===== config.mk =====
export PLATFORM = sky130hd
export DESIGN_NAME = i2c_sample_packer_flat
export DESIGN_NICKNAME = d
export VERILOG_FILES = /design/src/rtl/i2c_sample_packer_if.sv /design/src/rtl/i2c_sample_packer.sv /design/src/flat_wrapper.sv
export SDC_FILE = /design/constraint.sdc
export NUM_CORES = 1
export LEC_CHECK = 0
export CELL_PAD_IN_SITES_DETAIL_PLACEMENT = 1
export CELL_PAD_IN_SITES_GLOBAL_PLACEMENT = 2
export CORE_MARGIN = 10
export CORE_UTILIZATION = 45
export CTS_BUF_LIST = sky130_fd_sc_hd__clkbuf_16
export DETAILED_ROUTE_END_ITERATION = 8
export PLACE_DENSITY_LB_ADDON = 0.2
export SYNTH_ARGS = -nofsm -noshare
export SYNTH_HDL_FRONTEND = slang
export SYNTH_SLANG_ARGS = --single-unit

===== constraint.sdc =====
create_clock -name clk -period 4.6 [get_ports clk]
set_input_delay 0.92 -clock clk [delete_from_list [all_inputs] [get_ports clk]]
set_output_delay 0.92 -clock clk [all_outputs]
set_load 0.01 [all_outputs]

===== src/rtl/i2c_sample_packer_if.sv =====
// Sensor-capture and byte-stream signals of the sample packer.
// slave = packer side, master = sensor/consumer side.
interface i2c_sample_packer_if #(
  parameter int DATA_W = 16,
  parameter int DEPTH  = 16
);
  logic [23:0]            timestamp;
  logic [DATA_W-1:0]      sample_data;
  logic                   sample_valid;
  logic [7:0]             byte_out;
  logic                   byte_valid;
  logic                   byte_ready;
  logic [$clog2(DEPTH):0] fifo_count;
  logic                   overflow;
  logic                   busy;

  modport slave (
    input  timestamp, sample_data, sample_valid, byte_ready,
    output byte_out, byte_valid, fifo_count, overflow, busy
  );

  modport master (
    output timestamp, sample_data, sample_valid, byte_ready,
    input  byte_out, byte_valid, fifo_count, overflow, busy
  );
endinterface


===== src/rtl/i2c_sample_packer.sv =====
// Buffers {timestamp, sample} records and streams them as framed bytes.
// Optional trailing XOR checksum byte: define PACKER_CHECKSUM_EN.
module i2c_sample_packer #(
  parameter int          DATA_W    = 16,
  parameter int          DEPTH     = 16,
  parameter logic [7:0]  SYNC_BYTE = 8'hA5
) (
  input logic            clk,
  input logic            rst,
  i2c_sample_packer_if.slave bus
);
  localparam int AW = $clog2(DEPTH);
  localparam int CW = AW + 1;
  localparam int NB = DATA_W / 8;
  localparam int BW = (NB > 1) ? $clog2(NB) : 1;
  localparam int RW = 24 + DATA_W;

  typedef enum logic [2:0] {
    S_IDLE, S_SYNC, S_TS2, S_TS1, S_TS0, S_DATA, S_CSUM
  } state_t;

  state_t            r_state;
  logic [RW-1:0]     r_mem [DEPTH];
  logic [RW-1:0]     r_hold;
  logic [AW-1:0]     r_wp;
  logic [AW-1:0]     r_rp;
  logic [CW-1:0]     r_count;
  logic [BW-1:0]     r_bcnt;
  logic [7:0]        r_byte;
  logic              r_valid;
  logic              r_ovf;
`ifdef PACKER_CHECKSUM_EN
  logic [7:0]        r_csum;
`endif

  logic              w_full;
  logic              w_wr;
  logic              w_acc;
  logic              w_last;
  logic              w_end;
  logic              w_pop;
  logic [BW-1:0]     w_bnext;
  logic [DATA_W-1:0] w_dsh;

  // Fullness uses the pre-pop count, so a write at full is dropped.
  assign w_full  = (r_count == CW'(DEPTH));
  assign w_wr    = bus.sample_valid && !w_full;
  assign w_acc   = r_valid && bus.byte_ready;
  assign w_last  = (r_state == S_DATA) && (r_bcnt == BW'(NB - 1));
`ifdef PACKER_CHECKSUM_EN
  assign w_end   = w_acc && (r_state == S_CSUM);
`else
  assign w_end   = w_acc && w_last;
`endif
  assign w_pop   = (r_count != '0) && ((r_state == S_IDLE) || w_end);
  assign w_bnext = r_bcnt + 1'b1;
  assign w_dsh   = r_hold[DATA_W-1:0] << (8 * w_bnext);

  assign bus.byte_out   = r_byte;
  assign bus.byte_valid = r_valid;
  assign bus.fifo_count = r_count;
  assign bus.overflow   = r_ovf;
  assign bus.busy       = (r_state != S_IDLE);

  always_ff @(posedge clk) begin
    if (w_wr) r_mem[r_wp] <= {bus.timestamp, bus.sample_data};
  end

  always_ff @(posedge clk or posedge rst) begin
    if (rst) begin
      r_state <= S_IDLE;
      r_hold  <= '0;
      r_wp    <= '0;
      r_rp    <= '0;
      r_count <= '0;
      r_bcnt  <= '0;
      r_byte  <= '0;
      r_valid <= 1'b0;
      r_ovf   <= 1'b0;
`ifdef PACKER_CHECKSUM_EN
      r_csum  <= '0;
`endif
    end else begin
      if (w_wr) r_wp <= r_wp + 1'b1;
      if (bus.sample_valid && w_full) r_ovf <= 1'b1;
      if (w_wr && !w_pop)
        r_count <= r_count + 1'b1;
      else if (!w_wr && w_pop)
        r_count <= r_count - 1'b1;

      if (w_pop) begin
        r_rp    <= r_rp + 1'b1;
        r_hold  <= r_mem[r_rp];
        r_state <= S_SYNC;
        r_byte  <= SYNC_BYTE;
        r_valid <= 1'b1;
`ifdef PACKER_CHECKSUM_EN
        r_csum  <= '0;
`endif
      end else if (w_acc) begin
`ifdef PACKER_CHECKSUM_EN
        if (r_state != S_SYNC) r_csum <= r_csum ^ r_byte;
`endif
        case (r_state)
          S_SYNC: begin
            r_state <= S_TS2;
            r_byte  <= r_hold[RW-1 -: 8];
          end
          S_TS2: begin
            r_state <= S_TS1;
            r_byte  <= r_hold[RW-9 -: 8];
          end
          S_TS1: begin
            r_state <= S_TS0;
            r_byte  <= r_hold[RW-17 -: 8];
          end
          S_TS0: begin
            r_state <= S_DATA;
            r_bcnt  <= '0;
            r_byte  <= r_hold[DATA_W-1 -: 8];
          end
          S_DATA: begin
            if (w_last) begin
`ifdef PACKER_CHECKSUM_EN
              r_state <= S_CSUM;
              r_byte  <= r_csum ^ r_byte;
`else
              r_state <= S_IDLE;
              r_byte  <= '0;
              r_valid <= 1'b0;
`endif
            end else begin
              r_bcnt <= w_bnext;
              r_byte <= w_dsh[DATA_W-1 -: 8];
            end
          end
          S_CSUM: begin
            r_state <= S_IDLE;
            r_byte  <= '0;
            r_valid <= 1'b0;
          end
          default: ;
        endcase
      end
    end
  end
endmodule


===== src/flat_wrapper.sv =====
// flat-port wrapper written by rule: the top's interface ports become plain ports
module i2c_sample_packer_flat 
#(
  parameter int          DATA_W    = 16,
  parameter int          DEPTH     = 16,
  parameter logic [7:0]  SYNC_BYTE = 8'hA5
)
  (clk, rst, bus_timestamp, bus_sample_data, bus_sample_valid, bus_byte_ready, bus_byte_out, bus_byte_valid, bus_fifo_count, bus_overflow, bus_busy);
  i2c_sample_packer_if #(.DATA_W(DATA_W), .DEPTH(DEPTH)) bus_i ();
  input logic clk;
  input logic rst;
  input wire logic [$bits(bus_i.timestamp)-1:0] bus_timestamp;
  input wire logic [$bits(bus_i.sample_data)-1:0] bus_sample_data;
  input wire logic [$bits(bus_i.sample_valid)-1:0] bus_sample_valid;
  input wire logic [$bits(bus_i.byte_ready)-1:0] bus_byte_ready;
  output wire logic [$bits(bus_i.byte_out)-1:0] bus_byte_out;
  output wire logic [$bits(bus_i.byte_valid)-1:0] bus_byte_valid;
  output wire logic [$bits(bus_i.fifo_count)-1:0] bus_fifo_count;
  output wire logic [$bits(bus_i.overflow)-1:0] bus_overflow;
  output wire logic [$bits(bus_i.busy)-1:0] bus_busy;
  assign bus_i.timestamp = bus_timestamp;
  assign bus_i.sample_data = bus_sample_data;
  assign bus_i.sample_valid = bus_sample_valid;
  assign bus_i.byte_ready = bus_byte_ready;
  assign bus_byte_out = bus_i.byte_out;
  assign bus_byte_valid = bus_i.byte_valid;
  assign bus_fifo_count = bus_i.fifo_count;
  assign bus_overflow = bus_i.overflow;
  assign bus_busy = bus_i.busy;
  i2c_sample_packer #(.DATA_W(DATA_W), .DEPTH(DEPTH), .SYNC_BYTE(SYNC_BYTE)) u_core (.clk(clk), .rst(rst), .bus(bus_i));
endmodule

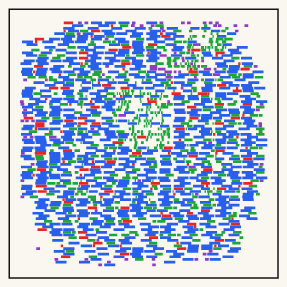
Fig. 1. Placed cells, one color a class (run 1).
Scale: 1 px per µm.
Key: clock drivers and dummy loads = red [cells 133, share of their area 7.3%]; remaining buffers and delay cells = purple [cells 91, share of their area 3.2%]; registers = blue [cells 707, share of their area 69%]; remaining logic cells = green [cells 494, share of their area 21%]

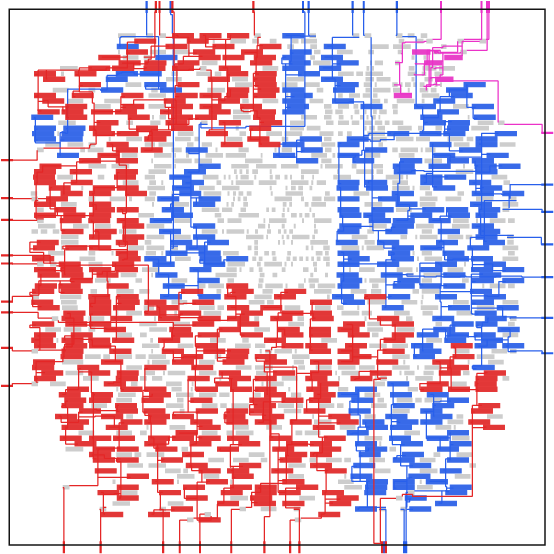
Fig. 2. Nets reached from selected ports (run 1).
Scale: 2 px per µm.
Key: bus_fifo_count = magenta [bits 5, direction output, edge 4 north, 1 east, end cells 5, buffers 5, wire 388 µm]; bus_timestamp = red [bits 24, direction input, edge 11 south, 9 west, 4 north, end cells 384, buffers 24, wire 4,320 µm]; bus_sample_data = blue [bits 16, direction input, edge 7 north, 6 east, 3 south, end cells 256, buffers 16, wire 3,090 µm]

==> job_summary.md, run 1 <==
## PnR job results

| Metric | Value |
|---|---|
| Status | finished clean |
| Uppermost layer routed | met4 |
| Vias in the first global route | 14,000 |
| Flop-to-flop setup slack | 1600 ps |
| Post-cts resize count | 0 |
| DR iter-0 viols | 1,255 |
| Synth warnings | 0 |
| Highest-power group | sequential cells |
| Sequential Power Share | 53.6% |
| Clock share of power | 37.9% |
| Worst-Margin Slew | 1060 ps |
| Comb area leader | multiplexers |
| Average size of a mapped cell | 21.6 µm² |
| Crit. path cell count | 2 |
| Worst r2r src | u_core.bus.fifo_count[0] |
| Final Setup Violations | 0 |
| Slew headroom | 29.3% |
| First-pass GRT wire length | 96,000 µm |
| Register area | 0.0209 mm² |
| Clk sinks | 707 |
| Post-DRT Antenna Nets | 0 |
| N_diodes | 0 |
| Total power | 0.0146 W |
| Gr usage total | 18.5% |
| Int Pwr | 0.0112 W |
| DIE WIDTH | 267 µm |
| Clock Power | 0.00555 W |
| Count of input and output buffers | 59 |
| Cell Type Count | 45 |
| Clk latency late pin | 620 ps |
| Share of layout cells above drive strength 1 | 25.0% |
| Cell Count, Final, Fillers Out | 2,207 |
| Max Transition Viols Final | 0 |
| DRC viols | 0 |
| Met1 usage | 25.2% |
| Antenna violations before repair | 0 |
| Family with the most delay on the worst path | flip-flops |
| Setup CP Type | register to output pin |
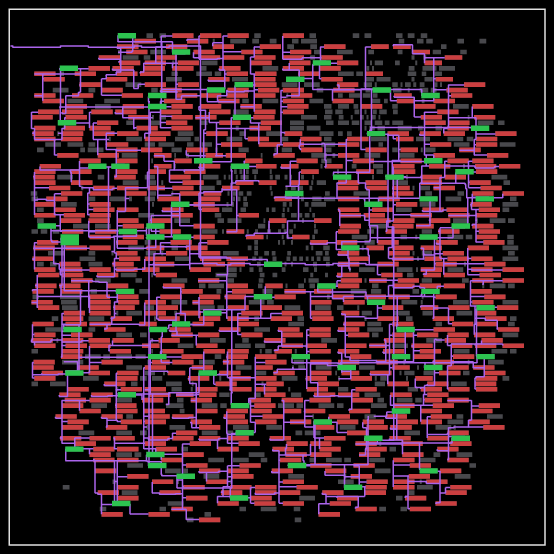
Fig. 3. Clock wires, drivers and flops (run 1).
Scale: 2 px per µm.
Key: clock-net drivers = green [count 74]; flip-flops = red [count 707]; clock wires = purple [length 8,430 µm]
Position of the flops: spread over the die.

## run 1: synthesized netlist by cell type (all sizes together), types with 6 or more instances
library cell	count	share of area, %
o21ai	16	0.29
a21oi	15	0.27
clkbuf	26	0.35
nand2	68	0.93
edfxtp	640	70
mux2i	80	2.9
xnor2	8	0.25
ha	9	0.41
inv	6	0.082
dfrtp	67	6.1
nor2b	7	0.16
o221ai	40	2.2
nor2	21	0.29
mux4	160	13
buf	45	0.94
o22ai	11	0.25
## run 1: cell usage in the layout, fill, tap and decap left out, types with 21 or more instances in the layout
cell type,synthesis,final
clkbuf_16,0,76
clkdlybuf4s50_1,0,59
clkinv_1,1,21
dfrtp_1,67,64
edfxtp_1,640,640
inv_1,6,23
mux2i_1,80,80
mux4_2,160,160
nand2_1,68,68
o221ai_2,40,40
--- run 2 (diff from run 1) ---
Settings changed: CORE_UTILIZATION 45 to 49.
Clock period 4.6 ns to 3.1 ns, I/O delays scaled along.
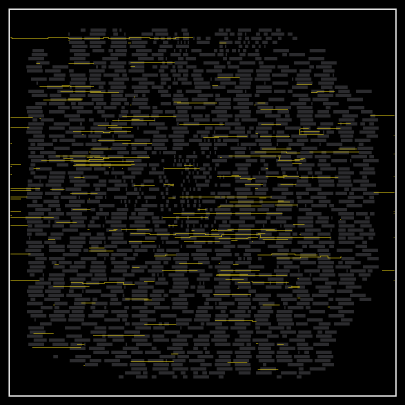
Fig. 4. M3 wires (run 2).
Scale: 1.5 px per µm.
The wires run mostly horizontal. The longest straight run is 72.5 µm.

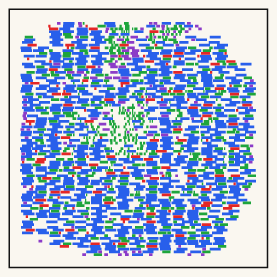
Fig. 5. Placed cells, one color a class (run 2).
Scale: 1 px per µm.
Key: remaining buffers and delay cells = purple [cells 125, share of their area 4.9%]; clock drivers and dummy loads = red [cells 134, share of their area 7.3%]; registers = blue [cells 707, share of their area 67%]; remaining logic cells = green [cells 494, share of their area 21%]

==> job_summary.md, run 2 <==
## PnR job results

| Metric | Value |
|---|---|
| Highest-power group | sequential cells |
| Dominant logic cell types in the final layout | edfxtp_1, mux4_2, mux2i_1, clkbuf_16, nand2_1 |
| Cell Type Count | 45 (unchanged) |
| Clock Power | 0.00832 W (+50%) |
| Register area | 0.0209 mm² (unchanged) |
| Worst r2r src | u_core.bus.fifo_count[1] |
| Top cells by area | edfxtp_1, mux4_2, dfrtp_1 |
| Clk latency late pin | 610 ps (about the same) |
| Max Transition Viols Final | 0 (unchanged) |
| Count leader, synth | edfxtp_1 |
| Average size of a mapped cell | 21.6 µm² (unchanged) |
| First-pass GRT wire length | 96,300 µm (+0.30%) |
| Sequential Power Share | 52.9% (-0.7 points) |
| Antenna violations before repair | 3 (+3) |
| Crit. path cell count | 3 (+1) |
| Cell Count, Final, Fillers Out | 2,209 (+0.091%) |
| Gr usage total | 19.8% (+1.3 points) |
| Synth warnings | 0 (unchanged) |
| Cell type with the largest total area | edfxtp_1 |
| Max-area cell share | 69.9% (unchanged) |
| Yosys Instances | 1,272 |
| Wire per inst | 29.2 µm |
| Synthesis-to-finish area growth | 16.5% |
| Clock share of power | 37.9% (about the same) |
| Post-DRT Antenna Nets | 0 (unchanged) |
| Final Setup Violations | 0 (unchanged) |
| Clk sinks | 707 (unchanged) |
| Uppermost layer routed | met5 |
| Vias in the first global route | 14,200 (+1.4%) |
| Flop-to-flop setup slack | 290 ps (-1310 ps) |
| Met1 usage | 26.0% (+0.74 points) |
| DRC viols | 0 (unchanged) |
| Net Sw Power | 0.00510 W |
| Status | finished clean |
| WP data required | 2480 ps |
| DR iter-0 viols | 1,101 (-12%) |
| Total power | 0.0219 W (+50%) |
| Share of layout cells above drive strength 1 | 26.9% (+1.9 points) |
| DIE WIDTH | 257 µm (-3.9%) |
| Commonest cells post-synth | edfxtp_1, mux4_2, mux2i_1 |
| Comb area leader | multiplexers |
| Slew headroom | 53.7% (+24 points) |
| Count of input and output buffers | 59 (unchanged) |
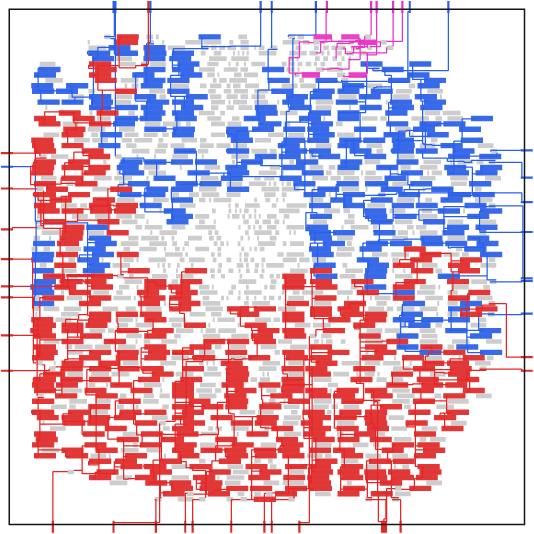
Fig. 6. Nets reached from selected ports (run 2).
Scale: 2 px per µm.
Key: bus_sample_data = blue [bits 16, direction input, edge 8 north, 7 east, 1 west, end cells 256, buffers 16, wire 3,000 µm]; bus_timestamp = red [bits 24, direction input, edge 13 south, 8 west, 2 east, 1 north, end cells 384, buffers 24, wire 4,300 µm]; bus_fifo_count = magenta [bits 5, direction output, edge north, end cells 5, buffers 6, wire 329 µm]

-- run 2: cell types whose count changed in the layout (fill, tap and decap cells not counted) --
| cell | change |
|---|---|
| buf_4 | +12 |
| clkinv_1 | -1 |
| and2b_1 | -1 |
| inv_6 | +1 |
| and2b_2 | +1 |
| buf_12 | +22 |
| diode_2 | +1 |
| bufinv_16 | +1 |
-- run 2: cell type report --
class | instances | share of cell area (%)
diodes | 1 | 0.00782
clock buffers | 76 | 5.94
clock inverters | 58 | 1.15
inverters | 7 | 0.0860
multi-input cells | 487 | 19.9
flip-flops and latches | 707 | 65.3
well taps | 748 | 2.92
repair buffers | 125 | 4.72
-- run 2: what timing repair did --
item | 4_1_cts | 5_1_grt
gates resized | 0 | 1
hold endpoints to repair | 0 | 0
hold buffers | 0 | 0
setup endpoints to repair | 0 | 1
--- run 3 (diff from run 2) ---
Settings changed: GPL_ROUTABILITY_DRIVEN set to 0.
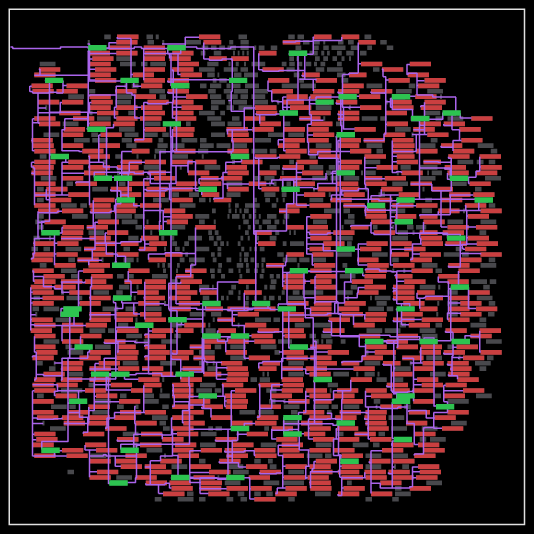
Fig. 7. Clock wires, drivers and flops (run 3).
Scale: 2 px per µm.
Key: flip-flops = red [count 707]; clock wires = purple [length 8,260 µm]; clock-net drivers = green [count 73]
Position of the flops: spread over the die.

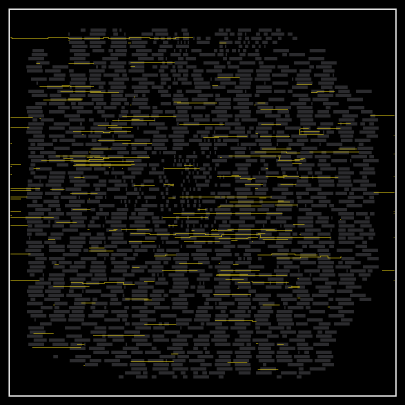
Fig. 8. M3 wires (run 3).
Scale: 1.5 px per µm.
The longest straight run is 72.5 µm. The layer holds 4.5% of the routed length. The layer carries 2,890 µm of wire.

==> job_summary.md, run 3 <==
## PnR job results

| Metric | Value |
|---|---|
| Cell Count, Final, Fillers Out | 2,209 (unchanged) |
| First-pass GRT wire length | 96,300 µm (unchanged) |
| DIE AREA | 0.0660 mm² |
| Clk sinks | 707 (unchanged) |
| CTS max path bufs | 3 |
| Commonest cells post-synth | edfxtp_1, mux4_2, mux2i_1 |
| Post-cts resize count | 0 (unchanged) |
| Cell type with the largest total area | edfxtp_1 |
| WP data required | 2480 ps (about the same) |
| Antenna violations before repair | 3 (unchanged) |
| Cell Type Count | 45 (unchanged) |
| Clk latency late pin | 610 ps (about the same) |
| Count of input and output buffers | 59 (unchanged) |
| Post-DRT Antenna Nets | 0 (unchanged) |
| Total power | 0.0219 W (unchanged) |
| Top cells by area | edfxtp_1, mux4_2, dfrtp_1 |
| Synthesis-to-finish area growth | 16.5% (unchanged) |
| Count leader, synth | edfxtp_1 |
| Status | finished clean |
| CTS tree | yes |
| Worst r2r src | u_core.bus.fifo_count[1] |
| Share of layout cells above drive strength 1 | 26.9% (unchanged) |
| Max-area cell share | 69.9% (unchanged) |
| Slew headroom | 53.7% (unchanged) |
| Synth warnings | 0 (unchanged) |
| Dominant logic cell types in the final layout | edfxtp_1, mux4_2, mux2i_1, clkbuf_16, nand2_1 |
| Yosys Instances | 1,272 (unchanged) |
| Vias in the first global route | 14,200 (unchanged) |
| Average size of a mapped cell | 21.6 µm² (unchanged) |
| Crit. path cell count | 3 (unchanged) |
| Final Setup Violations | 0 (unchanged) |
| Flop-to-flop setup slack | 290 ps (about the same) |
| Max Transition Viols Final | 0 (unchanged) |
| Gr usage total | 19.8% (unchanged) |
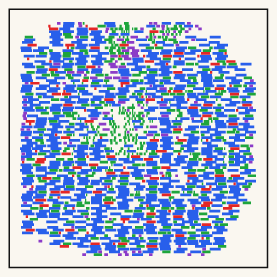
Fig. 9. Placed cells, one color a class (run 3).
Scale: 1 px per µm.
Key: remaining logic cells = green [cells 494, share of their area 21%]; registers = blue [cells 707, share of their area 67%]; remaining buffers and delay cells = purple [cells 125, share of their area 4.9%]; clock drivers and dummy loads = red [cells 134, share of their area 7.3%]

## run 3: final cells by class
type / instances / area (µm²)
timing repair buffer: 125 / 1510
clock buffer: 76 / 1900
inverter: 7 / 27.5
tap: 748 / 936
fill: 4710 / 23300
multi-input combinational: 487 / 6360
clock inverter: 58 / 369
antenna: 1 / 2.50
sequential: 707 / 20900
## run 3: power by group
group	switching, W	internal (W)	total, W
sequential	0.000277	0.0113	0.0116
combinational	0.00127	0.000736	0.00201
clock	0.00355	0.00477	0.00832
## run 3: layer usage
layer	track usage [%]	wire, µm	vias up
met3	3.34	2890	98
met2	33.5	32800	319
li1	-	-	5558
met5	0	12	-
met4	5.95	1370	2
met1	26.0	27300	7135
No activity file was given, so power comes from the tool's default toggle rates.
